**config.mk**
```make
export PLATFORM = sky130hd
export DESIGN_NAME = usb_reg_cmd_parser_flat
export DESIGN_NICKNAME = d
export VERILOG_FILES = /design/src/rtl/usb_reg_cmd_parser_if.sv /design/src/rtl/usb_reg_cmd_parser.sv /design/src/flat_wrapper.sv
export SDC_FILE = /design/constraint.sdc
export NUM_CORES = 1
export LEC_CHECK = 0
export CELL_PAD_IN_SITES_DETAIL_PLACEMENT = 0
export CELL_PAD_IN_SITES_GLOBAL_PLACEMENT = 1
export CORE_MARGIN = 8
export CORE_UTILIZATION = 37
export CTS_CLUSTER_SIZE = 16
export DETAILED_ROUTE_END_ITERATION = 8
export PLACE_DENSITY_LB_ADDON = 0.1
export SKIP_LAST_GASP = 1
export SYNTH_ARGS = -nofsm -noshare
export SYNTH_HDL_FRONTEND = slang
export SYNTH_SLANG_ARGS = --single-unit
```
**constraint.sdc**
```tcl
create_clock -name useClk -period 2.1 [get_ports useClk]
set_clock_uncertainty 0.2 [all_clocks]
set_input_delay 0.21 -clock useClk [delete_from_list [all_inputs] [get_ports useClk]]
set_output_delay 0.21 -clock useClk [all_outputs]
set_load 0.05 [all_outputs]
```
**src/rtl/usb_reg_cmd_parser_if.sv**
```systemverilog
// Bus bundle between the USB command parser, the USB FIFO bridge and the
// 8-bit register memory. The parser side uses the master modport. The
// bridge/memory side uses the slave modport.
interface usb_reg_cmd_parser_if #(
   parameter int ADDR_W = 4
);
   // receive byte stream from the bridge
   logic [7:0]        rx_data;
   logic              rx_valid;
   logic              rx_ready;

   // read-back byte stream to the bridge
   logic [7:0]        tx_data;
   logic              tx_valid;
   logic              tx_ready;

   // register memory access
   logic [ADDR_W-1:0] reg_addr;
   logic [7:0]        reg_wdata;
   logic              reg_we;
   logic              reg_oe;
   logic [7:0]        reg_rdata;

   // status
   logic              busy;
   logic              err_timeout;
   logic              err_cmd;

   modport master (
      input  rx_data, rx_valid, tx_ready, reg_rdata,
      output rx_ready, tx_data, tx_valid, reg_addr, reg_wdata, reg_we, reg_oe,
             busy, err_timeout, err_cmd
   );

   modport slave (
      output rx_data, rx_valid, tx_ready, reg_rdata,
      input  rx_ready, tx_data, tx_valid, reg_addr, reg_wdata, reg_we, reg_oe,
             busy, err_timeout, err_cmd
   );
endinterface

```
**src/rtl/usb_reg_cmd_parser.sv**
```systemverilog
// USB command parser: decodes a host byte stream into single-register
// writes and reads on the register memory. Read data goes back to the host
// as one byte. A write command whose data byte never arrives is abandoned
// after TIMEOUT_CYCLES, so the link cannot hang.
//
// Command byte: bit7 = 1 for write, 0 for read; bits[ADDR_W-1:0] = address;
// bits[6:ADDR_W] are reserved and must be zero.
//
// state       | meaning
// ------------+-----------------------------------------------------------
// S_IDLE      | waiting for a command byte (rx_ready=1)
// S_GET_DATA  | write command accepted, waiting for its data byte, timing out
// S_WRITE     | one-cycle reg_we/reg_oe strobe to the memory
// S_READ_WAIT | address is stable, sampling reg_rdata into tx_data
// S_SEND      | presenting tx_data until the bridge accepts it
module usb_reg_cmd_parser #(
   parameter int ADDR_W         = 4,
   parameter int TIMEOUT_CYCLES = 1024
) (
   input  logic                  useClk,
   input  logic                  rst_n,
   usb_reg_cmd_parser_if.master  bus
);

   localparam int          CNT_W     = (TIMEOUT_CYCLES > 2) ? $clog2(TIMEOUT_CYCLES) : 1;
   localparam logic [CNT_W-1:0] CNT_LAST = CNT_W'(TIMEOUT_CYCLES - 1);
   localparam logic [7:0]  ADDR_MASK = 8'((1 << ADDR_W) - 1);
   // Every bit below the write flag that is not an address bit is reserved.
   localparam logic [7:0]  RSVD_MASK = 8'h7F & ~ADDR_MASK;

   typedef enum logic [2:0] {
      S_IDLE      = 3'd0,
      S_GET_DATA  = 3'd1,
      S_WRITE     = 3'd2,
      S_READ_WAIT = 3'd3,
      S_SEND      = 3'd4
   } state_t;

   state_t            r_state;
   logic [CNT_W-1:0]  r_cnt;
   logic [ADDR_W-1:0] r_addr;
   logic [7:0]        r_wdata;
   logic [7:0]        r_tx_data;
   logic              r_tx_valid;
   logic              r_we;
   logic              r_err_timeout;
   logic              r_err_cmd;

   logic              w_rx_ready;
   logic              w_rx_fire;
   logic              w_tx_fire;
   logic              w_cmd_bad;
   logic              w_cmd_write;
   logic              w_timeout;

   // rx_ready is gated by rst_n so that it reads 0 while reset is held.
   // It rises as soon as reset is released with the FSM in IDLE.
   assign w_rx_ready  = rst_n && ((r_state == S_IDLE) || (r_state == S_GET_DATA));
   assign w_rx_fire   = bus.rx_valid && w_rx_ready;
   assign w_tx_fire   = r_tx_valid && bus.tx_ready;
   assign w_cmd_bad   = |(bus.rx_data & RSVD_MASK);
   assign w_cmd_write = bus.rx_data[7];
   assign w_timeout   = (r_cnt == CNT_LAST);

   // Command sequencing FSM with registered strobes, data and error pulses
   always_ff @(posedge useClk or negedge rst_n) begin
      if (!rst_n) begin
         r_state       <= S_IDLE;
         r_cnt         <= '0;
         r_addr        <= '0;
         r_wdata       <= '0;
         r_tx_data     <= '0;
         r_tx_valid    <= 1'b0;
         r_we          <= 1'b0;
         r_err_timeout <= 1'b0;
         r_err_cmd     <= 1'b0;
      end else begin
         r_we          <= 1'b0;
         r_err_timeout <= 1'b0;
         r_err_cmd     <= 1'b0;
         case (r_state)
            S_IDLE: begin
               if (w_rx_fire) begin
                  if (w_cmd_bad) begin
                     r_err_cmd <= 1'b1;
                  end else begin
                     r_addr <= bus.rx_data[ADDR_W-1:0];
                     if (w_cmd_write) begin
                        r_cnt   <= '0;
                        r_state <= S_GET_DATA;
                     end else begin
                        r_state <= S_READ_WAIT;
                     end
                  end
               end
            end
            S_GET_DATA: begin
               // A data byte that arrives on the timeout edge still counts.
               if (w_rx_fire) begin
                  r_wdata <= bus.rx_data;
                  r_we    <= 1'b1;
                  r_state <= S_WRITE;
               end else if (w_timeout) begin
                  r_err_timeout <= 1'b1;
                  r_state       <= S_IDLE;
               end else begin
                  r_cnt <= r_cnt + 1'b1;
               end
            end
            S_WRITE: begin
               r_state <= S_IDLE;
            end
            S_READ_WAIT: begin
               r_tx_data  <= bus.reg_rdata;
               r_tx_valid <= 1'b1;
               r_state    <= S_SEND;
            end
            S_SEND: begin
               if (w_tx_fire) begin
                  r_tx_valid <= 1'b0;
                  r_state    <= S_IDLE;
               end
            end
            default: begin
               r_tx_valid <= 1'b0;
               r_state    <= S_IDLE;
            end
         endcase
      end
   end

   assign bus.rx_ready    = w_rx_ready;
   assign bus.tx_data     = r_tx_data;
   assign bus.tx_valid    = r_tx_valid;
   assign bus.reg_addr    = r_addr;
   assign bus.reg_wdata   = r_wdata;
   // The memory's data-check input and its oe are strobed together. Both come
   // from the same flop, so neither one can be high outside S_WRITE.
   assign bus.reg_we      = r_we;
   assign bus.reg_oe      = r_we;
   assign bus.busy        = (r_state != S_IDLE);
   assign bus.err_timeout = r_err_timeout;
   assign bus.err_cmd     = r_err_cmd;

endmodule

```
**src/flat_wrapper.sv**
```systemverilog
// flat-port wrapper written by rule: the top's interface ports become plain ports
module usb_reg_cmd_parser_flat 
#(
   parameter int ADDR_W         = 4,
   parameter int TIMEOUT_CYCLES = 1024
)
  (useClk, rst_n, bus_rx_data, bus_rx_valid, bus_tx_ready, bus_reg_rdata, bus_rx_ready, bus_tx_data, bus_tx_valid, bus_reg_addr, bus_reg_wdata, bus_reg_we, bus_reg_oe, bus_busy, bus_err_timeout, bus_err_cmd);
  usb_reg_cmd_parser_if #(.ADDR_W(ADDR_W)) bus_i ();
  input  logic useClk;
  input  logic rst_n;
  input wire logic [$bits(bus_i.rx_data)-1:0] bus_rx_data;
  input wire logic [$bits(bus_i.rx_valid)-1:0] bus_rx_valid;
  input wire logic [$bits(bus_i.tx_ready)-1:0] bus_tx_ready;
  input wire logic [$bits(bus_i.reg_rdata)-1:0] bus_reg_rdata;
  output wire logic [$bits(bus_i.rx_ready)-1:0] bus_rx_ready;
  output wire logic [$bits(bus_i.tx_data)-1:0] bus_tx_data;
  output wire logic [$bits(bus_i.tx_valid)-1:0] bus_tx_valid;
  output wire logic [$bits(bus_i.reg_addr)-1:0] bus_reg_addr;
  output wire logic [$bits(bus_i.reg_wdata)-1:0] bus_reg_wdata;
  output wire logic [$bits(bus_i.reg_we)-1:0] bus_reg_we;
  output wire logic [$bits(bus_i.reg_oe)-1:0] bus_reg_oe;
  output wire logic [$bits(bus_i.busy)-1:0] bus_busy;
  output wire logic [$bits(bus_i.err_timeout)-1:0] bus_err_timeout;
  output wire logic [$bits(bus_i.err_cmd)-1:0] bus_err_cmd;
  assign bus_i.rx_data = bus_rx_data;
  assign bus_i.rx_valid = bus_rx_valid;
  assign bus_i.tx_ready = bus_tx_ready;
  assign bus_i.reg_rdata = bus_reg_rdata;
  assign bus_rx_ready = bus_i.rx_ready;
  assign bus_tx_data = bus_i.tx_data;
  assign bus_tx_valid = bus_i.tx_valid;
  assign bus_reg_addr = bus_i.reg_addr;
  assign bus_reg_wdata = bus_i.reg_wdata;
  assign bus_reg_we = bus_i.reg_we;
  assign bus_reg_oe = bus_i.reg_oe;
  assign bus_busy = bus_i.busy;
  assign bus_err_timeout = bus_i.err_timeout;
  assign bus_err_cmd = bus_i.err_cmd;
  usb_reg_cmd_parser #(.ADDR_W(ADDR_W), .TIMEOUT_CYCLES(TIMEOUT_CYCLES)) u_core (.useClk(useClk), .rst_n(rst_n), .bus(bus_i));
endmodule
```
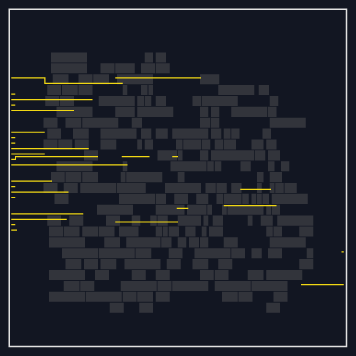
Fig. 1. Met3 routing (run 1).
(4 px per µm)
The layer carries 289 µm of wire. The wires run mostly horizontal. 25 nets have wire on it. The layer holds 7.0% of the routed length.
DR vias: 1,322
Total Routed Length: 4130 µm
M3 GR Usage: 5.76%

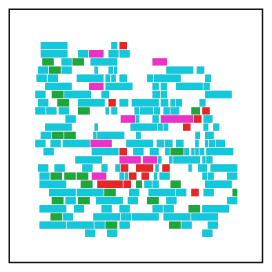
Fig. 2. Cell sizes after repair (run 1).
(3 px per µm)
Key: green = _2 cells [cells 25]; magenta = _6 and larger [cells 9]; red = _3 and _4 cells [cells 14]; cyan = _0 and _1 cells [cells 152]
final setup margin: 0.132 ns
buffers outside the clock class: 58

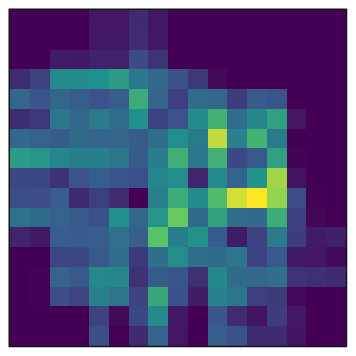
Fig. 3. Signal metal coverage by tile (run 1).
(4 px per µm) The die is cut into 17 by 17 equal tiles; dark purple is low, yellow is high, scaled to the fullest tile. Values are wire area over tile area, all layers added.
The fullest tile reaches 0.42. 9.0% of the tiles are over half the peak. The emptiest ninth of the die: top right. The mean over all tiles is 0.094. The densest ninth of the die: middle. 29% of the tiles are nearly empty.
GRT Total Usage: 12.3%
WL/cell: 16.4 µm

==> impl_metrics.yaml, run 1 <==
# flow metrics
pwr:
  seq_power_share_pct: 38.9
  powerClk_w: 0.000636
  power.share.switching_pct: 35.4
final_layout:
  syn_to_final_growth_pct: 40.9
  fill_cells: 378
clock_network:
  cts_max_level: 2
  cts-root-buf: "clkbuf_8"
  clock_latency_ns: 0.29
route:
  drc: 0
  ant_nets: 0
grt:
  grt_pass1_wl_um: 7140
  gr-total-overflow: 0
yosys:
  netlist.area_leader.share_pct: 54.2
  synth_cells: 139
  syn_area_per_cell_um2: 12.3
  edf_count: 0
critical_path:
  r2r_start: "u_core.r_state[2]"
floorplanning:
  num_rows: 24
  io-pin-count: 47
timing:
  worst_pin_slew_ns: 0.521
run_status:
  status: "complete, no violations"
==> run 1: cell type report <==
type | count | area [µm²] | area share, %
tap | 52 | 65.1 | 2.70
clock inverter | 1 | 30.0 | 1.25
timing repair buffer | 58 | 556 | 23.1
sequential | 37 | 926 | 38.5
multi-input combinational | 92 | 724 | 30.1
inverter | 5 | 18.8 | 0.780
clock buffer | 7 | 86.3 | 3.59
==> run 1: flip-flops by register name (all words and copies together) (netlist names) <==
name	cells
u_core.r_cnt	10
u_core.bus.reg_wdata	8
u_core.bus.tx_data	8
u_core.bus.reg_addr	4
u_core.r_state	3
u_core.bus.err_cmd	1
u_core.bus.err_timeout	1
u_core.bus.reg_oe	1
u_core.bus.tx_valid	1
==> run 1: metrics by stage <==
| step | std cells | setup WS [ns] |
|---|---|---|
| detailed placement | 243 | 0.0256 |
| finish | 252 | 0.132 |
| CTS | 252 | 0.113 |
| floorplan | 139 | 0.283 |
| global route | 252 | 0.0346 |
| global placement | 243 | 0.0646 |
==> run 1: per-layer routing <==
metal  up-vias  track usage, %  wire [µm]
met5         -               0          0
met4         0            3.77         54
met3         6            5.76        289
met2        31            19.2       1940
met1       648            14.6       1840
li1        637               -          -
==> run 1: worst min-delay path: cells and delay by family <==
family / cells / cell delay [ns]
buf+inv: 3 / 0.87
==> run 1: kinds of logic (layout without fill, tap and decap cells) <==
logic type                 count (synthesis)  in the layout  synth area share (%)
AOI/OAI and AO/OA                         30             30                  12.5
adders and majority gates                  1              1                 0.732
buffers and inverters                     10             71                  3.37
DFF                                       37             37                  54.2
muxes                                     21             21                  13.8
and+or+nand+nor                           40             40                  15.5
==> run 1: what timing repair did <==
| action | in CTS | in global routing |
|---|---|---|
| hold endpoints to repair | 37 | 0 |
| resized | 0 | 0 |
| hold buffers | 1 | 0 |
Fig. 4: run 1, placement by cell class
(6 px per µm)
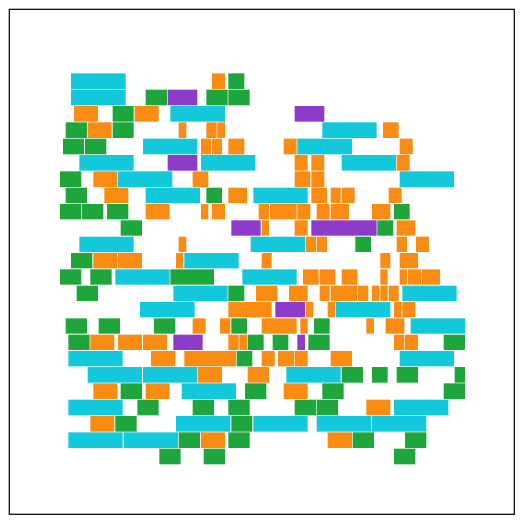

==> run 2, diff against run 1 <==
- CORE_UTILIZATION: 37 -> 40
- clock period: 2.1 -> 2.3 ns (I/O delays scaled with it)
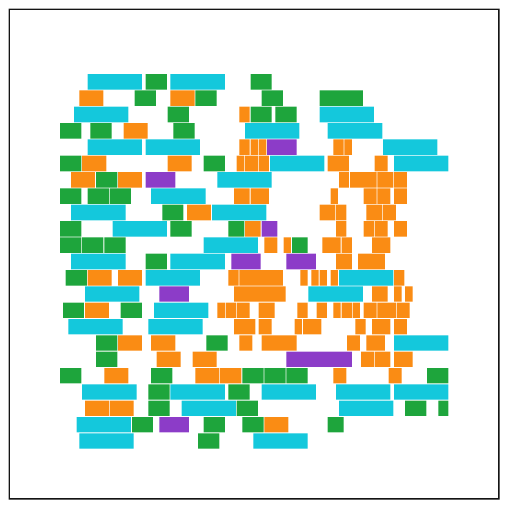
Fig. 5. Placement by cell class (run 2).
(6 px per µm)
Key: cyan = flops [cells 37]; orange = combinational and other logic [cells 97]; green = other buffers and delay cells [cells 50]; purple = clock drivers and dummy loads [cells 8]

==> run 2 against run 1 <==
Compared with the run above: synthesized cell count unchanged; worst setup slack got worse by 0.062 ns; die size decreased by 6.1%; worst hold slack improved by 0.066 ns; clock power decreased by 9.0%; core utilization increased by 3.4 points; register-to-register slack improved by 0.098 ns; critical endpoint is now bus_busy.
==> impl_metrics.yaml, run 2 <==
# flow metrics
run_status:
  status: "complete, no violations"
yosys:
  netlist.area_leader.share_pct: 54.2
  logic_family: "simple AND/OR/NAND/NOR gates"
  mux_share_pct: 13.8
  xor_area_share_pct: 0
  ys.flops: 37
  simple_gate_share_pct: 15.5
  synth_cells: 139
  edf_count: 0
  syn_area_per_cell_um2: 12.3
  aoi_share_pct: 12.5
  ys_sh_adder_pct: 0.733
grt:
  grt_busiest_layer: "met2"
  grt_use_met3_pct: 6.51
  use_met2_pct: 21.8
  grt_usage_pct: 13.5
  grt_pass1_wl_um: 6960
final_layout:
  comb_area_um2: 724
  largest_reg_flops: 10
  largest-register: "u_core.r_cnt"
  register_area_um2: 926
  fill_cells: 349
clock_network:
  post_cts_resized: 0
  clock_latency_ns: 0.28
  cts-root-buf: "clkbuf_8"
placed_design:
  dp_slack_ns: 0.200
route:
  drt-pass1-iter-count: 4
  drc: 0
  wirelength_um: 4090
  wl_met3_um: 318
  wl_per_cell_um: 16.9
  vias: 1303
  routed.top_layer: "met4"
  wl_met2_um: 2060
floorplanning:
  io-pin-count: 47
  fp_util_pct: 42.1
  num_rows: 23
timing:
  setup_slack_ns: 0.0696
  worst_pin_slew_ns: 0.522
critical_path:
  r2r_start: "u_core.r_cnt[0]"
[run 2: kinds of logic after synthesis]
| kind of cell | count (synthesis) |
|---|---|
| and+or+nand+nor | 40 |
| DFF | 37 |
| AOI/OAI and AO/OA | 30 |
| muxes | 21 |
| buffers and inverters | 10 |
| adders and majority gates | 1 |
[run 2: metrics by stage]
step	std cells	instance area, µm²
floorplan	139	1710
global placement	233	2220
detailed placement	233	2220
CTS	242	2350
global route	242	2350
finish	242	2350
[run 2: report_power, final]
group / leakage [nW] / switching (W) / internal, W / total (W)
logic: 0.485 / 0.000463 / 0.000285 / 0.000748
clock network: 0.0574 / 0.000227 / 0.000352 / 0.000579
registers: 0.468 / 0.0000845 / 0.000769 / 0.000854
[run 2: worst max-delay path by stage]
stage | from | endpoint | slack, ns | cells after the start
6_report | u_core.r_state[2] | bus_busy | 0.07 | 2
2_1_floorplan | u_core.r_state[2] | bus_rx_ready | 0.46 | 3
4_1_cts | u_core.r_state[2] | bus_busy | 0.06 | 2
5_1_grt | u_core.r_state[2] | bus_busy | 0.0009 | 2
3_3_place_gp | bus_rx_valid | u_core.r_cnt[6] | 0.23 | 6
3_5_place_dp | bus_rx_valid | u_core.r_cnt[6] | 0.20 | 6
[run 2: critical path, cell delays in order, from the launching register on]
cell,delay [ns]
dfrtp_1,0.42
or3_1,0.39
clkdlybuf4s50_1,0.71
[run 2: cell type report]
| class | count | share of cell area, % |
|---|---|---|
| clock buffers | 6 | 3.51 |
| clock inverters | 2 | 1.60 |
| inverters | 5 | 0.799 |
| multi-input cells | 92 | 30.8 |
| flip-flops and latches | 37 | 39.4 |
| well taps | 50 | 2.66 |
| repair buffers | 50 | 21.2 |
[run 2: repair_timing]
action | in CTS | in global routing
hold buffers | 1 | 0
buffers inserted | 0 | 0
endpoints found under the hold margin | 37 | 0
Power is estimated from default activity; no workload was simulated.
